**Run 1: cell outlines without signal wires**

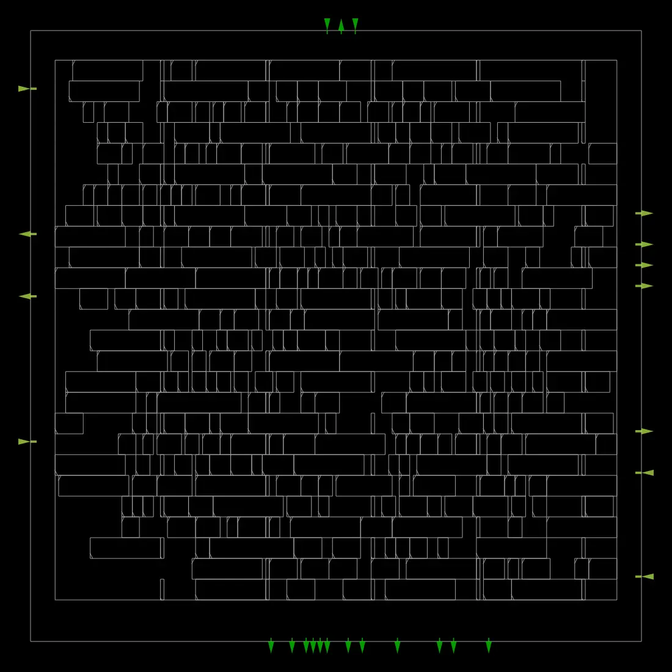
**Run 1: register map, names as in the netlist**

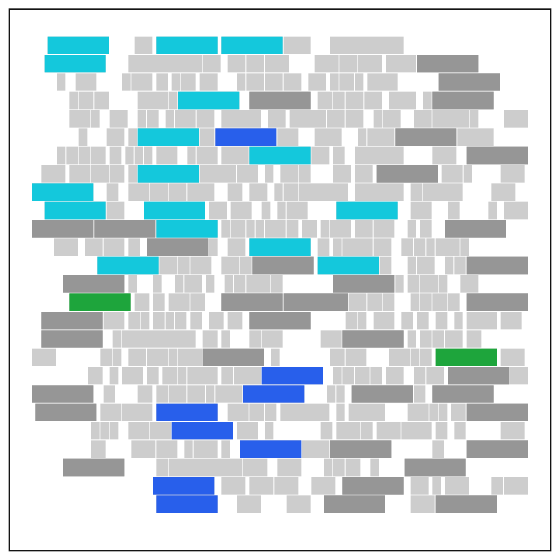
**Run 1: wires at chosen ports, followed through buffers**

Bar = 20 µm.
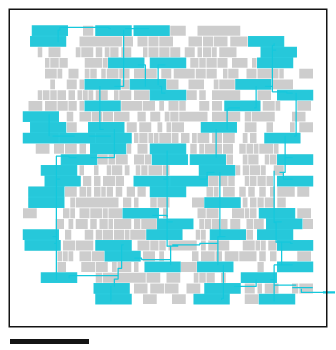
### src/rtl/edge_window_counter_if.sv
// Measurement bus between the edge counter and its driver/consumer.
// Carries the run/ack controls, the raw gate outputs and the published window result.
interface edge_window_counter_if #(
    parameter int unsigned CNT_W = 8
);
    logic             en;
    logic             y1;
    logic             y2;
    logic             ack;
    logic [CNT_W-1:0] cnt1;
    logic [CNT_W-1:0] cnt2;
    logic             ovf1;
    logic             ovf2;
    logic             valid;
    logic             busy;

    modport master (
        output en, y1, y2, ack,
        input  cnt1, cnt2, ovf1, ovf2, valid, busy
    );

    modport slave (
        input  en, y1, y2, ack,
        output cnt1, cnt2, ovf1, ovf2, valid, busy
    );
endinterface

### src/rtl/edge_window_counter.sv
// Counts synchronized rising edges on y1/y2 over a fixed window of clock cycles
// and presents the two counts through a valid/ack handshake.
module edge_window_counter #(
    parameter int unsigned CNT_W  = 8,
    parameter int unsigned WIN_W  = 16,
    parameter int unsigned WINDOW = 1000
) (
    input  logic                  clk,
    input  logic                  rst_n,
    edge_window_counter_if.slave  bus
);

    localparam logic [CNT_W-1:0] ACC_MAX  = '1;
    localparam logic [WIN_W-1:0] TMR_LAST = WIN_W'(WINDOW - 1);

    typedef enum logic [1:0] {
        IDLE  = 2'd0,
        COUNT = 2'd1,
        HOLD  = 2'd2
    } state_t;

    state_t           state, state_d;
    logic [1:0]       s1, s2, p;
    logic [1:0]       edge_c;
    logic [CNT_W-1:0] acc1, acc2, acc1_d, acc2_d, acc1_n, acc2_n;
    logic             sat1, sat2, sat1_d, sat2_d, sat1_n, sat2_n;
    logic [WIN_W-1:0] tmr, tmr_d;
    logic [CNT_W-1:0] cnt1_q, cnt2_q, cnt1_d, cnt2_d;
    logic             ovf1_q, ovf2_q, ovf1_d, ovf2_d;
    logic             valid_q, valid_d;
    logic             busy_q, busy_d;

    // Saturating increment: returns {sticky flag, accumulator}.
    function automatic logic [CNT_W:0] bump(input logic [CNT_W-1:0] a,
                                            input logic s, input logic e);
        logic             hit_max;
        logic [CNT_W-1:0] a_n;
        hit_max = e && (a == ACC_MAX);
        a_n     = (e && (a != ACC_MAX)) ? a + CNT_W'(1) : a;
        return {s | hit_max, a_n};
    endfunction

    // Synchronizer and history flops run regardless of state.
    always_ff @(posedge clk or negedge rst_n) begin
        if (!rst_n) begin
            s1 <= 2'b00;
            s2 <= 2'b00;
            p  <= 2'b00;
        end else begin
            s1 <= {bus.y2, bus.y1};
            s2 <= s1;
            p  <= s2;
        end
    end

    assign edge_c = s2 & ~p;

    always_ff @(posedge clk or negedge rst_n) begin
        if (!rst_n) begin
            state   <= IDLE;
            acc1    <= '0;
            acc2    <= '0;
            sat1    <= 1'b0;
            sat2    <= 1'b0;
            tmr     <= '0;
            cnt1_q  <= '0;
            cnt2_q  <= '0;
            ovf1_q  <= 1'b0;
            ovf2_q  <= 1'b0;
            valid_q <= 1'b0;
            busy_q  <= 1'b0;
        end else begin
            state   <= state_d;
            acc1    <= acc1_d;
            acc2    <= acc2_d;
            sat1    <= sat1_d;
            sat2    <= sat2_d;
            tmr     <= tmr_d;
            cnt1_q  <= cnt1_d;
            cnt2_q  <= cnt2_d;
            ovf1_q  <= ovf1_d;
            ovf2_q  <= ovf2_d;
            valid_q <= valid_d;
            busy_q  <= busy_d;
        end
    end

    always_comb begin
        state_d = state;
        acc1_d  = acc1;
        acc2_d  = acc2;
        sat1_d  = sat1;
        sat2_d  = sat2;
        tmr_d   = tmr;
        cnt1_d  = cnt1_q;
        cnt2_d  = cnt2_q;
        ovf1_d  = ovf1_q;
        ovf2_d  = ovf2_q;
        valid_d = valid_q;
        {sat1_n, acc1_n} = bump(acc1, sat1, edge_c[0]);
        {sat2_n, acc2_n} = bump(acc2, sat2, edge_c[1]);

        case (state)
            IDLE: begin
                if (bus.en) begin
                    state_d = COUNT;
                    acc1_d  = '0;
                    acc2_d  = '0;
                    sat1_d  = 1'b0;
                    sat2_d  = 1'b0;
                    tmr_d   = '0;
                end
            end
            COUNT: begin
                // Abort takes priority over completing the window.
                if (!bus.en) begin
                    state_d = IDLE;
                end else begin
                    tmr_d  = tmr + WIN_W'(1);
                    acc1_d = acc1_n;
                    acc2_d = acc2_n;
                    sat1_d = sat1_n;
                    sat2_d = sat2_n;
                    if (tmr == TMR_LAST) begin
                        state_d = HOLD;
                        cnt1_d  = acc1_n;
                        cnt2_d  = acc2_n;
                        ovf1_d  = sat1_n;
                        ovf2_d  = sat2_n;
                        valid_d = 1'b1;
                    end
                end
            end
            HOLD: begin
                if (bus.ack) begin
                    valid_d = 1'b0;
                    if (bus.en) begin
                        state_d = COUNT;
                        acc1_d  = '0;
                        acc2_d  = '0;
                        sat1_d  = 1'b0;
                        sat2_d  = 1'b0;
                        tmr_d   = '0;
                    end else begin
                        state_d = IDLE;
                    end
                end
            end
            default: state_d = IDLE;
        endcase

        busy_d = (state_d == COUNT);
    end

    assign bus.cnt1  = cnt1_q;
    assign bus.cnt2  = cnt2_q;
    assign bus.ovf1  = ovf1_q;
    assign bus.ovf2  = ovf2_q;
    assign bus.valid = valid_q;
    assign bus.busy  = busy_q;

endmodule

### src/flat_wrapper.sv
// flat-port wrapper written by rule: the top's interface ports become plain ports
module edge_window_counter_flat 
#(
    parameter int unsigned CNT_W  = 8,
    parameter int unsigned WIN_W  = 16,
    parameter int unsigned WINDOW = 1000
)
  (clk, rst_n, bus_en, bus_y1, bus_y2, bus_ack, bus_cnt1, bus_cnt2, bus_ovf1, bus_ovf2, bus_valid, bus_busy);
  edge_window_counter_if #(.CNT_W(CNT_W)) bus_i ();
  input  logic clk;
  input  logic rst_n;
  input wire logic [$bits(bus_i.en)-1:0] bus_en;
  input wire logic [$bits(bus_i.y1)-1:0] bus_y1;
  input wire logic [$bits(bus_i.y2)-1:0] bus_y2;
  input wire logic [$bits(bus_i.ack)-1:0] bus_ack;
  output wire logic [$bits(bus_i.cnt1)-1:0] bus_cnt1;
  output wire logic [$bits(bus_i.cnt2)-1:0] bus_cnt2;
  output wire logic [$bits(bus_i.ovf1)-1:0] bus_ovf1;
  output wire logic [$bits(bus_i.ovf2)-1:0] bus_ovf2;
  output wire logic [$bits(bus_i.valid)-1:0] bus_valid;
  output wire logic [$bits(bus_i.busy)-1:0] bus_busy;
  assign bus_i.en = bus_en;
  assign bus_i.y1 = bus_y1;
  assign bus_i.y2 = bus_y2;
  assign bus_i.ack = bus_ack;
  assign bus_cnt1 = bus_i.cnt1;
  assign bus_cnt2 = bus_i.cnt2;
  assign bus_ovf1 = bus_i.ovf1;
  assign bus_ovf2 = bus_i.ovf2;
  assign bus_valid = bus_i.valid;
  assign bus_busy = bus_i.busy;
  edge_window_counter #(.CNT_W(CNT_W), .WIN_W(WIN_W), .WINDOW(WINDOW)) u_core (.clk(clk), .rst_n(rst_n), .bus(bus_i));
endmodule
### config.mk
export PLATFORM = sky130hd
export DESIGN_NAME = edge_window_counter_flat
export DESIGN_NICKNAME = d
export VERILOG_FILES = /design/src/rtl/edge_window_counter_if.sv /design/src/rtl/edge_window_counter.sv /design/src/flat_wrapper.sv
export SDC_FILE = /design/constraint.sdc
export NUM_CORES = 1
export LEC_CHECK = 0
export ABC_CLOCK_PERIOD_IN_PS = 2050
export CAP_MARGIN = 20
export CORE_MARGIN = 3
export CORE_UTILIZATION = 54
export CTS_BUF_LIST = sky130_fd_sc_hd__clkbuf_4
export DETAILED_ROUTE_END_ITERATION = 8
export HOLD_SLACK_MARGIN = 0.02
export PLACE_DENSITY = 0.76
export SLEW_MARGIN = 40
export SYNTH_ARGS = -nofsm -noshare
export SYNTH_HDL_FRONTEND = slang
export SYNTH_SLANG_ARGS = --single-unit
### constraint.sdc
create_clock -name clk -period 2.05 [get_ports clk]
set_clock_uncertainty 0.2 [all_clocks]
set_input_delay 0.3075 -clock clk [delete_from_list [all_inputs] [get_ports clk]]
set_output_delay 0.3075 -clock clk [all_outputs]
set_load 0.005 [all_outputs]
==> impl_metrics.json, run 1 <==
{
  "well_tap_count": 70,
  "place.gp.congestion": 0.835,
  "drc": 0,
  "timing.final.crit_period_ns": 2.15,
  "async_flop_share": 1.00,
  "n_all_inverters": 15,
  "global_route.usage.total": 0.234,
  "gr_busiest_metal": "met2",
  "critical_path_class": "reg -> reg",
  "pg_clk_mw": 1.22,
  "worst_setup_path_startpoint": "u_core.tmr[3]$_DFFE_PN0P_",
  "nonClkBufAreaFrac": 0.159,
  "worstPathMaxFanout": 6,
  "avgViaCountPerCell": 5.67,
  "numPortBuffers": 25,
  "yosys.area_share.simple": 0.191,
  "holdCritPathClass": "in -> async",
  "via_count": 2518,
  "final-setup-viol-count": 14,
  "place_inst": 423,
  "crit_buf_inv": 1,
  "first_pass_grt_wire_length_mm": 11.6,
  "dieWidth_um": 80.0,
  "crit_path_start_kind": "flip-flop",
  "vias_in_the_first_global_route": 2524,
  "grt_setup_unrepaired": "true",
  "routed_metal_1_wire_length_mm": 2.81,
  "cp.required_ns": 2.15,
  "run_status": "finished with violations",
  "registers.top_by_ff_count": "u_core.tmr",
  "drt-total-wl_mm": 6.62,
  "cellPowerDensity_nw_per_um2": 727,
  "clock_tree.buffer_depth": 2,
  "rr_worst_depth": 5,
  "yosys-stat-cells": 304,
  "syn2layout_area_growth_pct": 31.9,
  "layout.area.top_class": "sequential cells",
  "power.group.top": "sequential cells",
  "violations": "setup timing",
  "tritoncts_num_sinks": 62,
  "synth-area-yosys_um2": 2960,
  "drt-wirelength-per-cell_um": 14.9,
  "layout_top_cells": "dfrtp_1, nor2_1, buf_4",
  "worst_slack_ns": -0.0986,
  "num-multi-input-gates": 216
}
Notes on 'cell outlines without signal wires' above:
area of the placeable core: 5200 µm²
count of sequential standard cells: 62
core occupancy in the finished layout: 0.750

Notes on 'register map, names as in the netlist' above:
u_core.tmr -> cyan  # sequential cells 16
u_core.p -> green  # sequential cells 2
u_core.bus.cnt2 -> blue  # sequential cells 8

Notes on 'wires at chosen ports, followed through buffers' above:
rst_n -> cyan  # bits 1, direction input, edge east, end cells 62, buffers 4, wire 408 µm

**Run 1: routed metal, one color a layer**

Only two layers are drawn.
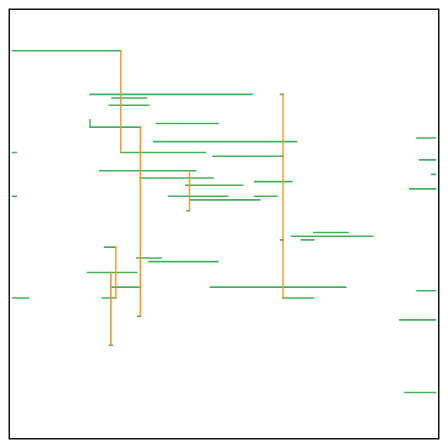

==> run 2, diff against run 1 <==
--- a/config.mk
+++ b/config.mk
@@ -12,8 +12,7 @@
 export CTS_BUF_LIST = sky130_fd_sc_hd__clkbuf_4
 export DETAILED_ROUTE_END_ITERATION = 8
 export HOLD_SLACK_MARGIN = 0.02
-export PLACE_DENSITY = 0.76
-export SLEW_MARGIN = 40
+export PLACE_DENSITY = 0.89
 export SYNTH_ARGS = -nofsm -noshare
 export SYNTH_HDL_FRONTEND = slang
 export SYNTH_SLANG_ARGS = --single-unit
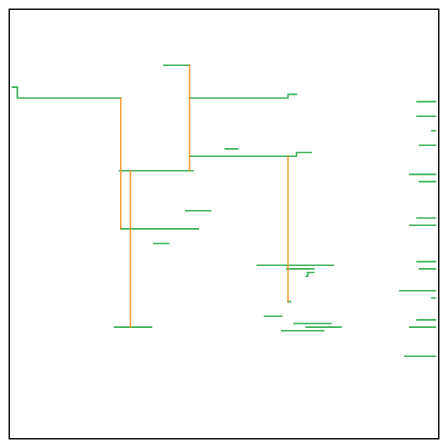
**Above:** run 2 (routed metal, one color a layer).
Only two layers are drawn.
M4 -> orange  # wire length 101 µm
M3 -> green  # wire length 216 µm

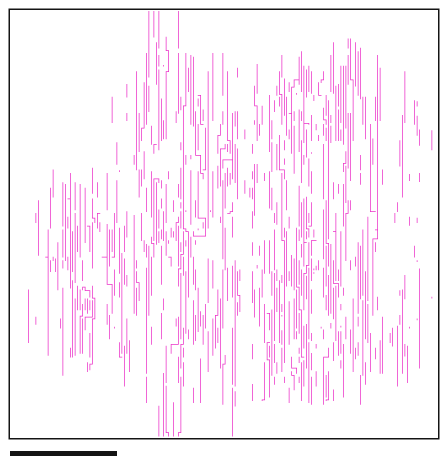
**Above:** run 2 (the metal 2 layer).
Bar = 20 µm.
share of all routed wire = 50%
main direction = vertical
nets with wire on the layer = 315
wire length on this layer = 2990 µm
longest straight run = 34.3 µm

==> run 2 against run 1 <==
Global-route usage fell by 2.4 points. Setup slack better by 0.055 ns. Highest routed layer unchanged. Clock-buffer cell count increased by 2. Final cell count fell by 1.6%. Fmax increased by 2.6%. The flow still finishes with violations (setup timing).
==> impl_metrics.json, run 2 <==
{
  "drt-wirelength-per-cell_um": 13.5,
  "run_status": "finished with violations",
  "first_pass_grt_wire_length_mm": 10.4,
  "well_tap_count": 70,
  "routed_metal_1_wire_length_mm": 2.62,
  "violations": "setup timing",
  "via_count": 2409,
  "yosys.area_share.simple": 0.191,
  "worst_setup_path_startpoint": "u_core.tmr[13]$_DFFE_PN0P_",
  "num-multi-input-gates": 216,
  "place.gp.congestion": 0.886,
  "synth-area-yosys_um2": 2960,
  "cp.required_ns": 2.13,
  "vias_in_the_first_global_route": 2364,
  "layout_top_cells": "dfrtp_1, nor2_1, nand2_1",
  "grt_setup_unrepaired": "true",
  "nonClkBufAreaFrac": 0.149,
  "tritoncts_num_sinks": 62,
  "critical_path_class": "reg -> reg",
  "final-setup-viol-count": 1,
  "yosys-stat-cells": 304,
  "rr_worst_depth": 4,
  "registers.top_by_ff_count": "u_core.tmr",
  "syn2layout_area_growth_pct": 25.1,
  "worst_slack_ns": -0.0434
}
**Run 2: register map, names as in the netlist**

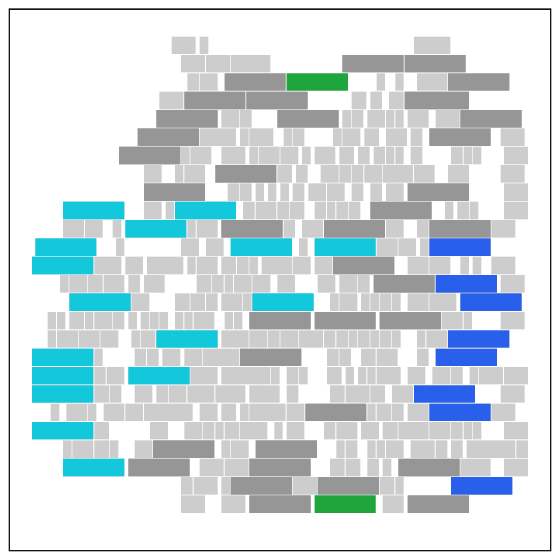

==> run 3, diff against run 2 <==
--- a/config.mk
+++ b/config.mk
@@ -8,11 +8,12 @@
 export ABC_CLOCK_PERIOD_IN_PS = 2050
 export CAP_MARGIN = 20
 export CORE_MARGIN = 3
-export CORE_UTILIZATION = 54
+export CORE_UTILIZATION = 55
 export CTS_BUF_LIST = sky130_fd_sc_hd__clkbuf_4
 export DETAILED_ROUTE_END_ITERATION = 8
+export DONT_BUFFER_PORTS = 1
 export HOLD_SLACK_MARGIN = 0.02
-export PLACE_DENSITY = 0.89
+export PLACE_DENSITY = 0.84
 export SYNTH_ARGS = -nofsm -noshare
 export SYNTH_HDL_FRONTEND = slang
 export SYNTH_SLANG_ARGS = --single-unit
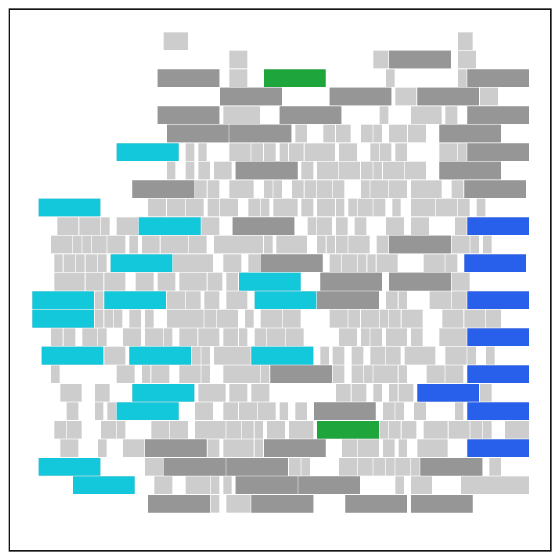
**Above:** run 3 (register map, names as in the netlist).
u_core.p -> green  # sequential cells 2
u_core.bus.cnt2 -> blue  # sequential cells 8
u_core.tmr -> cyan  # sequential cells 16
not colored = 36

==> run 3 against run 2 <==
The run still ends with setup timing left. Via count down 1.5%. Total power fell by 0.98%. Largest cell class unchanged. Non-clock buffer count fell by 19.
==> impl_metrics.json, run 3 <==
{
  "reg2reg_slack_ns": -0.07,
  "drt-wirelength-per-cell_um": 14.1,
  "nonClkBufAreaFrac": 0.0991,
  "yosys.area_share.simple": 0.191,
  "worst_slack_ns": -0.0675,
  "biggest_area_contributors_in_the_synthesized_netlist": "dfrtp_1, nor2_1, nand2_1, xor2_1, a21oi_1",
  "clockBufferCount": 12,
  "switching_power_as_a_share_of_total_power": 0.268,
  "via_count": 2374,
  "rr_worst_depth": 5,
  "nFlopsAndLatches": 62,
  "layout_top_cells": "dfrtp_1, nor2_1, buf_4",
  "timing.critical_path.max_delay_family": "simple AND/OR/NAND/NOR gates",
  "total_power_mw": 2.26,
  "first_pass_grt_wire_length_mm": 9.93,
  "well_tap_count": 70,
  "yosys-stat-cells": 304,
  "cp.required_ns": 2.13,
  "fin_crit_sh": 1.03,
  "global_route.usage.total": 0.205,
  "final_core_util": 0.676,
  "registers.top_by_ff_count": "u_core.tmr",
  "pg_clk_mw": 0.679,
  "tritoncts_num_sinks": 62,
  "grt_setup_unrepaired": "true",
  "yosysSeqAreaShare": 0.524,
  "worst_setup_path_startpoint": "u_core.tmr[3]$_DFFE_PN0P_",
  "violations": "setup timing",
  "cts.htree.levels": 3,
  "num-multi-input-gates": 216,
  "run_status": "finished with violations",
  "vias_in_the_first_global_route": 2321,
  "final-setup-viol-count": 11,
  "syn2layout_area_growth_pct": 18.1
}
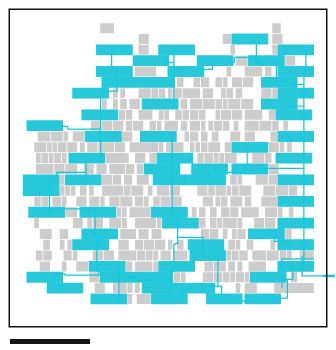
**Above:** run 3 (wires at chosen ports, followed through buffers).
Bar = 20 µm.
rst_n -> cyan  # bits 1, direction input, edge east, end cells 62, buffers 2, wire 392 µm

No activity file was given, so power comes from the tool's default toggle rates.
